## src/rtl/sentinel_key_conditioner.sv

```systemverilog
// Sentinel key conditioner: synchronise and debounce the DIP key, commit it to the
// validator, and enforce a brute-force lockout. Optional tamper tally: SENTINEL_TAMPER_LOG_EN.
module sentinel_key_conditioner #(
  parameter int DEBOUNCE_CYCLES = 1024,
  parameter int AUTH_LATENCY    = 1,
  parameter int MAX_FAILS       = 3,
  parameter int LOCKOUT_CYCLES  = 65536
) (
  input  logic       clk,
  input  logic       rst_n,
  input  logic       ena,
  input  logic [7:0] key_raw,
  input  logic       auth_ok,
  output logic [7:0] key_out,
  output logic       key_valid,
  output logic       locked_out,
  output logic [2:0] fail_count,
  output logic [7:0] tamper_count
);

  localparam int CNT_W  = $clog2(DEBOUNCE_CYCLES);
  localparam int TMR_W  = $clog2(LOCKOUT_CYCLES);
  localparam int WAIT_W = $clog2(AUTH_LATENCY + 1);

  localparam logic [CNT_W-1:0]  CNT_MAX    = CNT_W'(DEBOUNCE_CYCLES - 1);
  localparam logic [TMR_W-1:0]  TMR_INIT   = TMR_W'(LOCKOUT_CYCLES - 1);
  localparam logic [WAIT_W-1:0] WAIT_INIT  = WAIT_W'(AUTH_LATENCY);
  localparam logic [WAIT_W-1:0] WAIT_LAST  = WAIT_W'(1);
  localparam logic [2:0]        FAIL_MAX   = 3'(MAX_FAILS);
  localparam logic [3:0]        FAIL_LIMIT = 4'(MAX_FAILS);

  localparam logic [1:0] ST_IDLE    = 2'd0;
  localparam logic [1:0] ST_EVAL    = 2'd1;
  localparam logic [1:0] ST_LOCKOUT = 2'd2;

  logic [7:0]        sync1_q, sync2_q;
  logic [7:0]        cand_q, cand_d;
  logic [CNT_W-1:0]  cnt_q, cnt_d;
  logic [7:0]        key_q, key_d;
  logic              valid_q, valid_d;
  logic [1:0]        state_q, state_d;
  logic [WAIT_W-1:0] wait_q, wait_d;
  logic [TMR_W-1:0]  timer_q, timer_d;
  logic [2:0]        fail_q, fail_d;
  logic              locked_q, locked_d;
  logic [3:0]        fail_inc;

  assign fail_inc = {1'b0, fail_q} + 4'd1;

  always_comb begin
    cand_d   = cand_q;
    cnt_d    = cnt_q;
    key_d    = key_q;
    valid_d  = 1'b0;
    state_d  = state_q;
    wait_d   = wait_q;
    timer_d  = timer_q;
    fail_d   = fail_q;
    locked_d = locked_q;

    if (ena) begin
      if (sync2_q != cand_q) begin
        cand_d = sync2_q;
        cnt_d  = '0;
      end else if (cnt_q != CNT_MAX) begin
        cnt_d = cnt_q + CNT_W'(1);
      end

      // A stable candidate waiting outside IDLE simply stays pending here.
      case (state_q)
        ST_IDLE: begin
          if ((cnt_q == CNT_MAX) && (cand_q != key_q)) begin
            key_d   = cand_q;
            valid_d = 1'b1;
            wait_d  = WAIT_INIT;
            state_d = ST_EVAL;
          end
        end
        ST_EVAL: begin
          if (wait_q == WAIT_LAST) begin
            wait_d = '0;
            if (auth_ok) begin
              fail_d  = '0;
              state_d = ST_IDLE;
            end else if (fail_inc < FAIL_LIMIT) begin
              fail_d  = fail_inc[2:0];
              state_d = ST_IDLE;
            end else begin
              fail_d   = FAIL_MAX;
              key_d    = 8'h00;
              locked_d = 1'b1;
              timer_d  = TMR_INIT;
              state_d  = ST_LOCKOUT;
            end
          end else begin
            wait_d = wait_q - WAIT_LAST;
          end
        end
        ST_LOCKOUT: begin
          if (timer_q == '0) begin
            fail_d   = '0;
            locked_d = 1'b0;
            state_d  = ST_IDLE;
          end else begin
            timer_d = timer_q - TMR_W'(1);
          end
        end
        default: state_d = ST_IDLE;
      endcase
    end
  end

  always_ff @(posedge clk or negedge rst_n) begin
    if (!rst_n) begin
      sync1_q  <= 8'h00;
      sync2_q  <= 8'h00;
      cand_q   <= 8'h00;
      cnt_q    <= '0;
      key_q    <= 8'h00;
      valid_q  <= 1'b0;
      state_q  <= ST_IDLE;
      wait_q   <= '0;
      timer_q  <= '0;
      fail_q   <= '0;
      locked_q <= 1'b0;
    end else begin
      sync1_q  <= key_raw;
      sync2_q  <= sync1_q;
      cand_q   <= cand_d;
      cnt_q    <= cnt_d;
      key_q    <= key_d;
      valid_q  <= valid_d;
      state_q  <= state_d;
      wait_q   <= wait_d;
      timer_q  <= timer_d;
      fail_q   <= fail_d;
      locked_q <= locked_d;
    end
  end

  assign key_out    = key_q;
  assign key_valid  = valid_q;
  assign locked_out = locked_q;
  assign fail_count = fail_q;

`ifdef SENTINEL_TAMPER_LOG_EN
  // Lifetime tally survives success and lockout expiry; only reset clears it.
  logic [7:0] tamper_q, tamper_d;
  logic       fail_evt;

  assign fail_evt = ena && (state_q == ST_EVAL) && (wait_q == WAIT_LAST) && !auth_ok;

  always_comb begin
    tamper_d = tamper_q;
    if (fail_evt && (tamper_q != 8'hFF)) tamper_d = tamper_q + 8'd1;
  end

  always_ff @(posedge clk or negedge rst_n) begin
    if (!rst_n) tamper_q <= 8'h00;
    else        tamper_q <= tamper_d;
  end

  assign tamper_count = tamper_q;
`else
  assign tamper_count = 8'h00;
`endif

endmodule

```

## config.mk

```make
export PLATFORM = sky130hd
export DESIGN_NAME = sentinel_key_conditioner
export DESIGN_NICKNAME = d
export VERILOG_FILES = /design/src/rtl/sentinel_key_conditioner.sv
export SDC_FILE = /design/constraint.sdc
export NUM_CORES = 1
export LEC_CHECK = 0
export ABC_AREA = 1
export CORE_MARGIN = 1.5
export CORE_UTILIZATION = 57
export DETAILED_ROUTE_END_ITERATION = 16
export HOLD_SLACK_MARGIN = 0.03
export PLACE_DENSITY = 0.89
export SLEW_MARGIN = 20
export SYNTH_ARGS = -nofsm -noshare
export SYNTH_HDL_FRONTEND = slang
export SYNTH_SLANG_ARGS = --single-unit
```

## constraint.sdc

```tcl
create_clock -name clk -period 1.89 [get_ports clk]
set_input_delay 0.189 -clock clk [delete_from_list [all_inputs] [get_ports clk]]
set_output_delay 0.189 -clock clk [all_outputs]
set_load 0.01 [all_outputs]
```

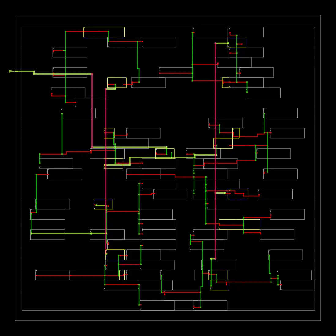
**Above:** clock wiring as the flow saved it.
clkbuf count: 11
Clock Latency Late Sink: 0.34 ns
P_clk: 0.00131 W
CTS Buf Count: 9
final setup skew: 0.006654 ns

==> impl_metrics.py <==
# Flow results
metrics = {
    "setup_path": {
        "crit_path_end_kind": "register",
        "reg2reg_depth": 9,
        "timing.critical_path.buf_inv": 3,
        "crit_start": "timer_q[0]",
        "endpoint": "timer_q[12]",
        "required_ns": 2.11,
        "path_class": "register to register",
        "rrSetupSlack_ns": 0.15,
        "cp.depth": 9,
        "critPathArrivalTime_ns": 1.96,
        "worst_setup_path_start_kind": "register",
        "cpMostUsedCell": "inv_1",
        "slowest_stage": "dfrtp_1",
        "timing.rr.end": "timer_q[12]",
        "cp_slowest_stage_delay_ns": 0.40,
        "cp_max_fo": 4,
        "worstReg2RegStart": "timer_q[0]",
        "crit_chain": "inv_1, ha_1, nand3_2, inv_1, nand2_1, inv_1, nand3_1, o21ai_0, nand3_1",
        "critical_path.top_delay_family": "simple AND/OR/NAND/NOR gates",
    },
    "final_timing": {
        "fmax_mhz": 573.9,
        "rsz0062_at_grt": "no",
        "report.final.slew_viol_count": 0,
        "hold_violations": 0,
        "finalSetupTns_ns": 0,
        "finalWorstSetupSlack_ns": 0.1476,
        "post-route-min-period_ns": 1.742,
        "setup_viol": 0,
        "hold_ws_ns": 0.2813,
        "finalCritPeriodShare_pct": 92.19,
    },
    "clock_network": {
        "root_buffer": "clkbuf_8",
        "cts.clk_slew.worst_paths_ns": 0.07,
        "cts_tree": "built",
        "clk_path_buf_depth": 2,
        "htree_levels": 3,
        "cts_resized": 0,
        "cts-hold-fix-buffers": 1,
        "cts_setup_buffers": 0,
        "cts.sinks": 66,
    },
    "synthesis": {
        "ys_async_sr_fraction_pct": 100.0,
        "top_cell_area_share_pct": 46.30,
        "ys_types": 33,
        "ys_sh_mux_pct": 0,
        "ys_sh_simple_pct": 34.20,
        "synth_warnings": 0,
        "ff_type": "dfrtp_1",
        "ys_top_cells_by_area": "dfrtp_1 (46%), nand2_1 (14%), nand3_1 (7.2%)",
        "common_cells": "nand2_1 (134), dfrtp_1 (66), nand3_1 (51)",
        "syn_inst": 445,
        "synth_area_per_cell_sq_um": 8.016,
        "synth_top_cell_by_area": "dfrtp_1",
        "top_logic_kind": "simple AND/OR/NAND/NOR gates",
        "yosysChipArea_sq_um": 3567,
        "ys_cells": 445,
        "edf_count": 0,
        "synth_seq_share_pct": 46.30,
        "synth.cellmix.compoundShare_pct": 4.700,
        "ys.flops": 66,
        "synth_xor_xnor_area_share_pct": 4.911,
        "yosysMostFrequentCell": "nand2_1",
        "synth.cell_area_sq_um": 3567,
        "synth_adder_area_share_pct": 1.052,
    },
    "final_layout": {
        "design.seq.count": 66,
        "layout.cells.most_common": "nand2_1",
        "sh_comb_area_pct": 39.85,
        "fillers": 425,
        "fin_nets": 495,
        "area_growth_syn_to_layout_pct": 15.05,
        "finalInstanceArea_sq_um": 4104,
        "drive_gt1_share_pct": 11.75,
        "num-multi-input-gates": 318,
        "dominant_cells": "registers",
        "final_cells": 560,
        "reg_top3": "timer_q (16), cnt_q (10)",
        "lay_top_cells": "nand2_1 (134), dfrtp_1 (66), nand3_1 (50), inv_1 (47), nor2_1 (44)",
        "fin_util_pct": 68.50,
        "seq_area_sq_um": 1652,
        "largest_reg_flops": 16,
        "antenna_cells": 0,
        "logic_area_sq_um": 1635,
        "seq-cell-share_pct": 40.24,
        "bufAreaShareNonClock_pct": 7.195,
        "largest_register": "timer_q",
        "clkCellAreaFrac_pct": 5.335,
        "n_all_buffers": 30,
        "inv_count": 55,
    },
    "die": {
        "io-pin-count": 33,
        "floorplan.core_util_pct": 59.54,
        "nWellTaps": 75,
        "chipArea_sq_um": 6742,
        "rows": 28,
        "coreArea_sq_um": 5991,
        "fp.dieH_um": 82.11,
        "die_w_um": 82.11,
    },
    "hold_path": {
        "holdPathStages": 1,
        "hp-start": "key_raw[1]",
        "whs_endpoint": "sync1_q[1]",
        "hp-class": "primary input to register",
    },
    "power": {
        "switching_share_pct": 33.09,
        "power_density_nw_per_um2": 1045,
        "power.total_w": 0.004287,
        "power_frac_seq_pct": 44.1,
        "comb_power_w": 0.00109,
        "leakagePower_nw": 2.135,
        "internal_power_w": 0.002868,
        "power.group.top": "sequential cells",
        "combinationalPowerShare_pct": 25.3,
        "p_seq_w": 0.00189,
        "clkPwrFrac_pct": 30.6,
        "ir_worst_vdd_mv": 0.6888,
        "p_sw_w": 0.001418,
    },
    "global_route": {
        "grt_pass1_wl_um": 12900,
        "gr-usage-met2_pct": 42.79,
        "grt_pass1_vias": 2918,
        "busiest_layer": "met2",
        "grt_max_degree": 67,
        "gr-usage-met1_pct": 31.22,
        "gr-total-overflow": 0,
        "antenna_found_initial": 0,
        "use_met3_pct": 4.505,
    },
    "placement": {
        "gp_congestion": 0.8956,
        "dpl_cell_area_sq_um": 3870,
        "place_hpwl_um": 5193,
        "portBuffers": 24,
        "dp.cells": 543,
        "dp_slack_ns": 0.1648,
    },
    "detailed_routing": {
        "viasPerCell": 5.361,
        "wl_met2_um": 3760,
        "highest_layer": "met4",
        "routed-wl-met3_um": 323,
        "dr.pass1.iters": 5,
        "final_antenna_net_count": 0,
        "wl_met1_um": 3105,
        "drt_iter0_drc": 219,
        "vias": 3002,
        "drt-total-wl_um": 7390,
        "drc_errors": 0,
    },
    "flow_run": {
        "tool_warnings": 26,
        "cap_violations": 0,
    },
    "run_status": {
        "status": "finished clean",
    },
}
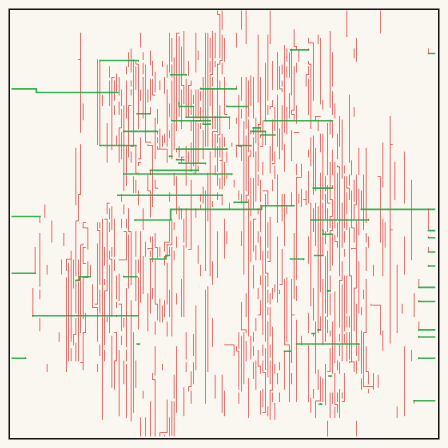
**Above:** metal layers overlaid.
Only two layers are drawn.
| color | layer | wire length |
|---|---|---|
| green | metal 3 | 323 um |
| red | metal 2 | 3760 um |
wire per inst: 13.20 um
Tot GR Track Use: 25.52%

No activity file was given, so power comes from the tool's default toggle rates.
